[src/rtl/imm_encoder.sv]
// -----------------------------------------------------------------------------
// imm_encoder
//
// Merges an immediate value (or byte offset) into a 32-bit instruction word.
// Four field formats are supported:
//   00 uimm12       : unsigned 12-bit value        -> bits [21:10]
//   01 simm9        : signed 9-bit value           -> bits [20:12]
//   10 branch26     : signed word offset, 26 bits  -> bits [25:0]  (imm[27:2])
//   11 condbranch19 : signed word offset, 19 bits  -> bits [23:5]  (imm[20:2])
//
// Two-stage valid/ready pipeline:
//   S1 captures the request, checks range/alignment and pre-positions the field.
//   S2 merges the field into the base word and drives the outputs.
// A request whose immediate does not fit is flagged with out_err and its field
// bits are zeroed in out_inst. err_cnt counts erroring results handed off.
//
// Ports
//   clk        : clock, rising-edge active
//   rst_n      : asynchronous active-low reset
//   in_valid   : request present
//   in_ready   : request accepted this cycle when in_valid is high
//   in_fmt     : field format select (see above)
//   in_imm     : 64-bit immediate / byte offset
//   in_base    : instruction word; field bits are don't-care
//   out_valid  : encoded result present
//   out_ready  : consumer takes the result this cycle
//   out_inst   : encoded instruction word
//   out_err    : immediate not representable in the selected format
//   clr_cnt    : synchronous clear of err_cnt
//   err_cnt    : saturating count of erroring results handed off
// -----------------------------------------------------------------------------
module imm_encoder #(
  parameter int CNT_W = 16
) (
  input  logic             clk,
  input  logic             rst_n,
  input  logic             in_valid,
  output logic             in_ready,
  input  logic [1:0]       in_fmt,
  input  logic [63:0]      in_imm,
  input  logic [31:0]      in_base,
  output logic             out_valid,
  input  logic             out_ready,
  output logic [31:0]      out_inst,
  output logic             out_err,
  input  logic             clr_cnt,
  output logic [CNT_W-1:0] err_cnt
);

  typedef enum logic [1:0] {
    FMT_U12  = 2'b00,
    FMT_S9   = 2'b01,
    FMT_B26  = 2'b10,
    FMT_CB19 = 2'b11
  } fmt_e;

  localparam logic [CNT_W-1:0] CNT_ONE = CNT_W'(1);
  localparam logic [CNT_W-1:0] CNT_MAX = '1;

  // Bit positions occupied by each format's field inside the instruction word.
  function automatic logic [31:0] field_mask(input fmt_e f);
    logic [31:0] m;
    m = 32'h0000_0000;
    case (f)
      FMT_U12:  m = 32'h003F_FC00;  // [21:10]
      FMT_S9:   m = 32'h001F_F000;  // [20:12]
      FMT_B26:  m = 32'h03FF_FFFF;  // [25:0]
      FMT_CB19: m = 32'h00FF_FFE0;  // [23:5]
      default:  m = 32'h0000_0000;
    endcase
    return m;
  endfunction

  // ---------------------------------------------------------------------------
  // Pipeline state
  // ---------------------------------------------------------------------------
  logic        s1_valid;
  fmt_e        s1_fmt;
  logic [31:0] s1_base;
  logic [31:0] s1_field;   // already positioned, zero when s1_err
  logic        s1_err;

  logic        s2_valid;

  // Handshake decisions
  logic in_xfer;
  logic s2_load;
  logic out_xfer;

  assign s2_load  = s1_valid && (!s2_valid || out_ready);
  assign in_ready = !s1_valid || s2_load;
  assign in_xfer  = in_valid && in_ready;
  assign out_xfer = s2_valid && out_ready;

  assign out_valid = s2_valid;

  // ---------------------------------------------------------------------------
  // S1 capture: range / alignment check and field positioning
  // ---------------------------------------------------------------------------
  fmt_e        cap_fmt;
  logic        cap_ok;
  logic [31:0] cap_field;

  assign cap_fmt = fmt_e'(in_fmt);

  always_comb begin
    // NOTE: every output of a combinational block gets a default first so no
    // path through the case leaves it unassigned (which would infer a latch).
    cap_ok    = 1'b0;
    cap_field = 32'h0000_0000;
    case (cap_fmt)
      FMT_U12: begin
        cap_ok    = (in_imm[63:12] == 52'd0);
        cap_field = {10'd0, in_imm[11:0], 10'd0};
      end
      FMT_S9: begin
        // All bits above the field must replicate the field's sign bit.
        cap_ok    = (in_imm[63:8] == {56{in_imm[8]}});
        cap_field = {11'd0, in_imm[8:0], 12'd0};
      end
      FMT_B26: begin
        cap_ok    = (in_imm[1:0] == 2'b00) &&
                    (in_imm[63:27] == {37{in_imm[27]}});
        cap_field = {6'd0, in_imm[27:2]};
      end
      FMT_CB19: begin
        cap_ok    = (in_imm[1:0] == 2'b00) &&
                    (in_imm[63:20] == {44{in_imm[20]}});
        cap_field = {8'd0, in_imm[20:2], 5'd0};
      end
      default: begin
        cap_ok    = 1'b0;
        cap_field = 32'h0000_0000;
      end
    endcase
  end

  // NOTE: sequential state is updated with non-blocking assignments so every
  // register samples its inputs as they were before the edge.
  always_ff @(posedge clk or negedge rst_n) begin
    if (!rst_n) begin
      s1_valid <= 1'b0;
      s1_fmt   <= FMT_U12;
      s1_base  <= 32'h0000_0000;
      s1_field <= 32'h0000_0000;
      s1_err   <= 1'b0;
    end else begin
      if (in_xfer) begin
        s1_valid <= 1'b1;
        s1_fmt   <= cap_fmt;
        s1_base  <= in_base;
        // An unrepresentable immediate contributes nothing, so the merge in S2
        // leaves the field bits cleared.
        s1_field <= cap_ok ? cap_field : 32'h0000_0000;
        s1_err   <= !cap_ok;
      end else if (s2_load) begin
        s1_valid <= 1'b0;
      end
    end
  end

  // ---------------------------------------------------------------------------
  // S2: merge field into base word (replace, not OR) and hold for the consumer
  // ---------------------------------------------------------------------------
  logic [31:0] merge_inst;

  assign merge_inst = (s1_base & ~field_mask(s1_fmt)) | s1_field;

  always_ff @(posedge clk or negedge rst_n) begin
    if (!rst_n) begin
      s2_valid <= 1'b0;
      out_inst <= 32'h0000_0000;
      out_err  <= 1'b0;
    end else begin
      if (s2_load) begin
        s2_valid <= 1'b1;
        out_inst <= merge_inst;
        out_err  <= s1_err;
      end else if (out_xfer) begin
        // Data is left in place; only the valid flag drops.
        s2_valid <= 1'b0;
      end
    end
  end

  // ---------------------------------------------------------------------------
  // Error counter: counts erroring hand-offs, saturates at all-ones.
  // A clear coinciding with an erroring hand-off leaves a count of one.
  // ---------------------------------------------------------------------------
  always_ff @(posedge clk or negedge rst_n) begin
    if (!rst_n) begin
      err_cnt <= '0;
    end else if (clr_cnt) begin
      err_cnt <= (out_xfer && out_err) ? CNT_ONE : '0;
    end else if (out_xfer && out_err && (err_cnt != CNT_MAX)) begin
      err_cnt <= err_cnt + CNT_ONE;
    end
  end

endmodule

[config.mk]
export PLATFORM = sky130hd
export DESIGN_NAME = imm_encoder
export DESIGN_NICKNAME = d
export VERILOG_FILES = /design/src/rtl/imm_encoder.sv
export SDC_FILE = /design/constraint.sdc
export NUM_CORES = 1
export LEC_CHECK = 0
export CORE_ASPECT_RATIO = 0.6
export CORE_UTILIZATION = 48
export DETAILED_ROUTE_END_ITERATION = 7
export PLACE_DENSITY = 0.91
export SLEW_MARGIN = 20
export SYNTH_ARGS = -nofsm -noshare
export SYNTH_HDL_FRONTEND = slang
export SYNTH_SLANG_ARGS = --single-unit
[constraint.sdc]
create_clock -name clk -period 2.1 [get_ports clk]
set_clock_uncertainty 0.15 [all_clocks]
set_input_delay 0.63 -clock clk [delete_from_list [all_inputs] [get_ports clk]]
set_output_delay 0.63 -clock clk [all_outputs]
set_load 0.02 [all_outputs]
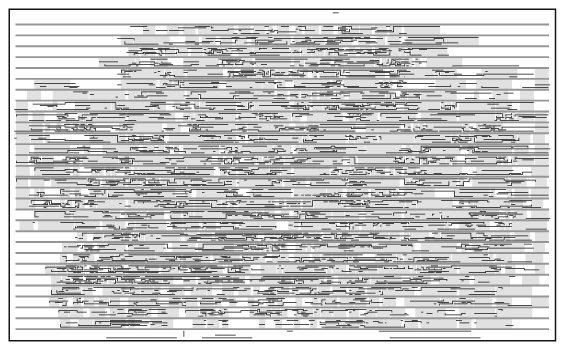
*The metal 1 layer, run 1*
Scale: 4 px per um. Supply wires on this layer in gray.
The layer holds 40% of the routed length. The wires run mostly horizontal. The layer carries 7420 um of wire.
Vias: 5316
M1 GR Usage: 41.7%

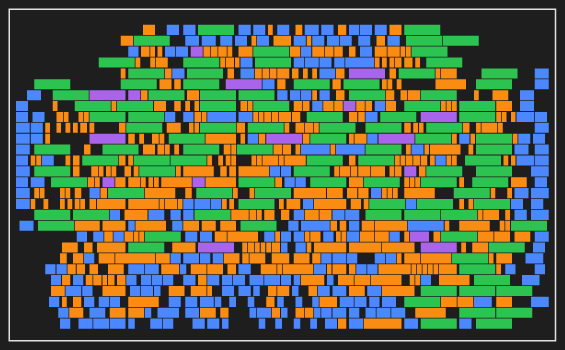
*Placement by cell class, run 1*
Scale: 4 px per um.
clock drivers and dummy loads: in purple, cells 16, share of their area 3.7%. sequential cells: in green, cells 103, share of their area 33%. remaining buffers and delay cells: in blue, cells 234, share of their area 26%. combinational and other logic: in orange, cells 400, share of their area 37%.
num rows: 28
fin area: 7990 um2
flop share of the area: 32.3%
Core ar.: 10200 um2
Core Util, Final: 78.6%

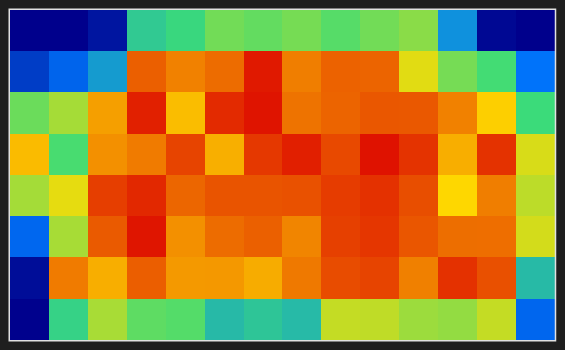
*Cell area per tile, run 1*
Scale: 4 px per um. The die is cut into 14 by 8 equal tiles; dark blue is low, red is high, 0 to 100% covered.
The densest ninth of the die: middle. The mean over all tiles is 70%. The emptiest ninth of the die: top left. 57% of the tiles are over 75% full. The fullest tile reaches 98%. 4.5% of the tiles are nearly empty.
floorplan utilization: 51.0%

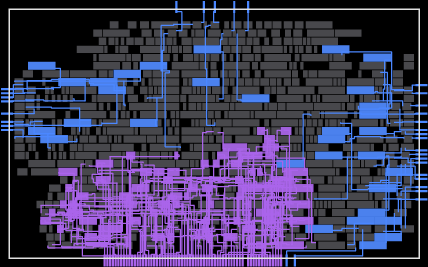
*Wires at chosen ports, followed through buffers, run 1*
Scale: 3 px per um.
out_inst: in blue, bits 32, direction output, end cells 32, buffers 32, wire 1190 um. in_imm: in purple, bits 64, direction input, end cells 80, buffers 99, wire 3940 um.
I/O Pins: 154
# port buffers: 144

==> results.yml, run 1 <==
# yosys + openroad results
run_status:
  status: "complete, but fails checks"
  violations: "negative setup slack"
power_and_ir_drop:
  p_per_area_nw_per_um2: 626
  peakVddDrop_mv: 0.549
  swShare_pct: 30.2
  p_comb_w: 0.00111
  switchingPower_w: 0.00151
  total_power_w: 0.00500
  p_seq_w: 0.00225
  p_leak_nw: 3.88
  p_clk_w: 0.00163
  power.share.clock_pct: 32.6
  intPower_w: 0.00349
  p_seq_share_pct: 45.1
  p_comb_share_pct: 22.3
synth:
  synthFlopType: "dfrtp_1"
  xor_area_share_pct: 1.52
  ys_seq_share_pct: 49.7
  netlist_area_um2: 5180
  edf_count: 0
  yosys.area.top_type_share_pct: 49.7
  ys.flops: 103
  largest_area_cell: "dfrtp_1"
  avgSynthCellArea_um2: 9.82
  ys_sh_adder_pct: 0.483
  async_reset_ff_share_pct: 100
  syn_inst: 528
  ys_cells: 528
  ys_chip_area_um2: 5180
  ys_types: 45
  synthTopCellsByCount: "126 x nand2_1, 103 x dfrtp_1, 31 x a21oi_1"
  mux_area_share_pct: 9.65
  aoi_share_pct: 12.6
  fp_nets: 633
  netlist_logic_family_top: "simple AND/OR/NAND/NOR gates"
  yosysMostFrequentCell: "nand2_1"
  synth.area.top_cells: "dfrtp_1 50%, nand2_1 9.1%, o31ai_2 4.3%"
detailed_routing:
  wl_met1_um: 7420
  firstDrtPassIters: 5
  wl_met3_um: 1740
  drc: 0
  ant_nets: 0
  drt_wl_total_um: 18400
  drt-initial-drc-count: 412
  wl_met2_um: 8800
  top_layer_used: "met4"
  vias_per_cell: 5.99
  routedWlPerCell_um: 20.7
setup_path:
  worstSetupPathDepth: 9
  slowest_delay_ns: 0.55
  startpoint: "in_imm[34]"
  crit_required_ns: 2.19
  crit_family: "simple AND/OR/NAND/NOR gates"
  path_max_fanout: 5
  cp_common_cell: "a211oi_4"
  critPathSlowestCell: "or4_4"
  r2r_end: "err_cnt[4]"
  criticalPathCategory: "in -> reg"
  r2r_setup_slack_ns: 0.05
  path_cells: "buf_8 > or4_4 > buf_6 > nor4_4 > a41oi_2 > a211oi_4 > a211oi_4 > buf_4 > mux2_4"
  r2r-start: "err_cnt[5]"
  r2r_cells: 6
  worst_setup_path_end_kind: "flop"
  setup.worst_path.start_class: "input pin"
  crit_path_end: "s1_err"
place:
  placed_area_um2: 7370
  gp_congestion: 0.962
  hpwl_um: 12700
  place_ws_ns: -1.11
  dp_cells: 862
floorplan:
  die_h_um: 82.5
  die_w_um: 136
  die_area_um2: 11200
  nWellTaps: 135
run:
  maxCapViolCount: 0
  warnings: 38
clock_network:
  cts_buffer_depth: 2
  post_cts_buffers: 8
  cts_num_sinks: 103
  clk_pin_slew_ns: 0.07
  cts_buffers: 9
  cts_tree: "built"
  cts_resized: 256
  postCtsHoldBufs: 0
  htree_num_levels: 3
  cts_root_buf: "clkbuf_16"
finish:
  comb_cells: 385
  clk_share_pct: 3.65
  comb_area_um2: 2850
  fin_cells: 888
  largest_reg_flops: 32
  lay_top_cells: "125 x nand2_1, 103 x dfrtp_1, 80 x buf_4"
  largest_cell_class: "logic gates"
  comb_area_share_pct: 35.6
  fill_cells: 595
  syn2layout_area_growth_pct: 54.1
  antenna_cells: 0
  finalNetCount: 853
  top_regs: "out_inst (32), s1_field (26), s1_base (23)"
  layout-drive-gt1-share_pct: 30.3
  flops: 103
  largest-register: "out_inst"
  lay_top_count: "nand2_1"
  clkbuf_count: 10
  buffers: 234
  flop_area_um2: 2580
  inverters_excl_clock: 15
final_timing:
  holdWs_ns: 0.0871
  layout_min_cycle_time_ns: 2.50
  maxSlewViolCount: 0
  fin_crit_sh_pct: 119
  worst_pin_slew_ns: 0.552
  setup_viol: 27
  finalHoldViolations: 0
  tns_ns: -7.95
  fin_ws_ns: -0.397
  fmax_mhz: 400
  max_slew_margin_pct: 63.1
  rsz0062_at_grt: "true"
grt:
  track_usage_pct: 33.2
  antenna_found_initial: 0
  grt_max_degree: 39
  grt.met3_usage_pct: 9.22
  grt_pass1_vias: 5463
  overflow: 0
  top_usage_layer: "met2"
min_path:
  hold_class: "in -> async"
==> run 2: changes to the inputs <==
CTS_CLUSTER_DIAMETER = 40   (was default)
SKIP_CTS_REPAIR_TIMING = 1   (was default)
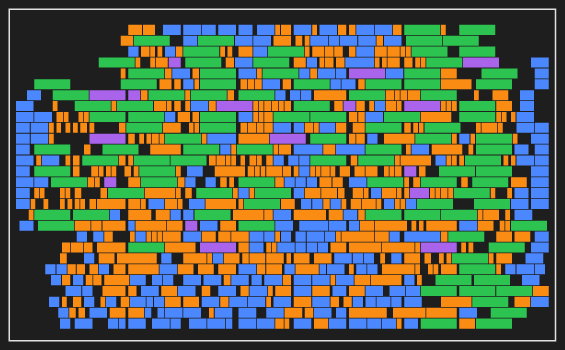
*Placement by cell class, run 2*
Scale: 4 px per um.
remaining buffers and delay cells: in blue, cells 237, share of their area 30%. sequential cells: in green, cells 103, share of their area 31%. clock drivers and dummy loads: in purple, cells 16, share of their area 3.5%. combinational and other logic: in orange, cells 400, share of their area 35%.
flop share of the area: 30.7%
fin area: 8390 um2
Core Util, Final: 82.6%

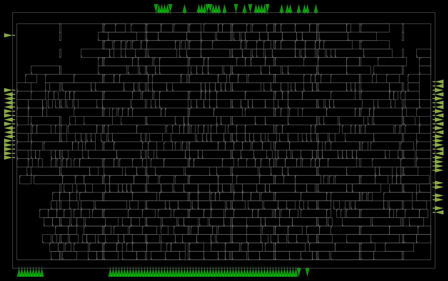
*Placed standard cells, run 2*
registers: 103
filler instances: 467
num tapcells: 135
fin cells: 892

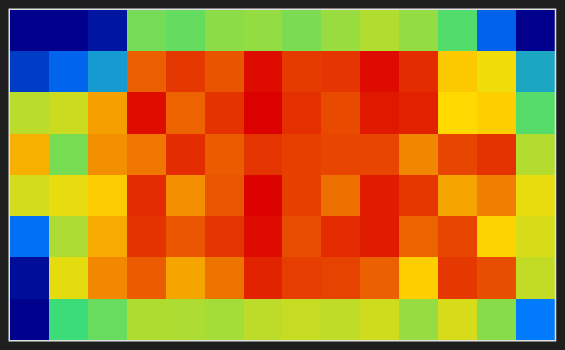
*Cell area per tile, run 2*
Scale: 4 px per um. The die is cut into 14 by 8 equal tiles; dark blue is low, red is high, 0 to 100% covered.

==> results.yml, run 2 <==
# yosys + openroad results
finish:
  layout-drive-gt1-share_pct: 28.2
  antenna_cells: 1
  syn2layout_area_growth_pct: 61.9
  inverters_excl_clock: 15
  largest-register: "out_inst"
  lay_top_cells: "125 x nand2_1, 103 x dfrtp_1, 99 x dlymetal6s2s_1"
  clk_share_pct: 3.47
place:
  io_buffers: 144
  gp_congestion: 0.962
  placed_area_um2: 7370
detailed_routing:
  vias_per_cell: 6.43
  wl_met3_um: 2350
  firstDrtPassIters: 5
  drc: 0
  num_vias: 5736
  ant_nets: 0
  top_layer_used: "met4"
run_status:
  violations: "negative setup slack"
  status: "complete, but fails checks"
power_and_ir_drop:
  p_comb_share_pct: 23.7
  swShare_pct: 31.0
  p_comb_w: 0.00122
  intPower_w: 0.00356
  total_power_w: 0.00515
  p_seq_w: 0.00226
  p_clk_w: 0.00168
synth:
  async_reset_ff_share_pct: 100
  yosysMostFrequentCell: "nand2_1"
  ys_seq_share_pct: 49.7
  aoi_share_pct: 12.6
  synth.area.top_cells: "dfrtp_1 50%, nand2_1 9.1%, o31ai_2 4.3%"
  yosys.area.top_type_share_pct: 49.7
  ys_sh_adder_pct: 0.483
  ys.flops: 103
  xor_area_share_pct: 1.52
  edf_count: 0
  fp_nets: 633
clock_network:
  cts_buffers: 9
  cts_tree: "built"
  cts_num_sinks: 103
  cts_buffer_depth: 2
  htree_num_levels: 3
grt:
  grtUsageMet1_pct: 41.6
  grt_pass1_vias: 5203
setup_path:
  r2r_setup_slack_ns: -0.08
  path_cells: "clkdlybuf4s50_1 > nand2_1 > nor3_2 > a21oi_4 > a2111oi_4 > a211oi_4 > buf_6 > o31ai_2"
  criticalPathCategory: "in -> reg"
  worst_setup_path_end_kind: "flop"
  r2r-start: "err_cnt[5]"
final_timing:
  setup_viol: 31
  fin_crit_sh_pct: 124
  fin_ws_ns: -0.501
  layout_min_cycle_time_ns: 2.60
  max_slew_margin_pct: 63.5
  holdWs_ns: 0.0846
floorplan:
  num_io_pins: 154
  die_h_um: 82.5
min_path:
  hold_class: "in -> async"
run:
  warnings: 37
  maxCapViolCount: 0
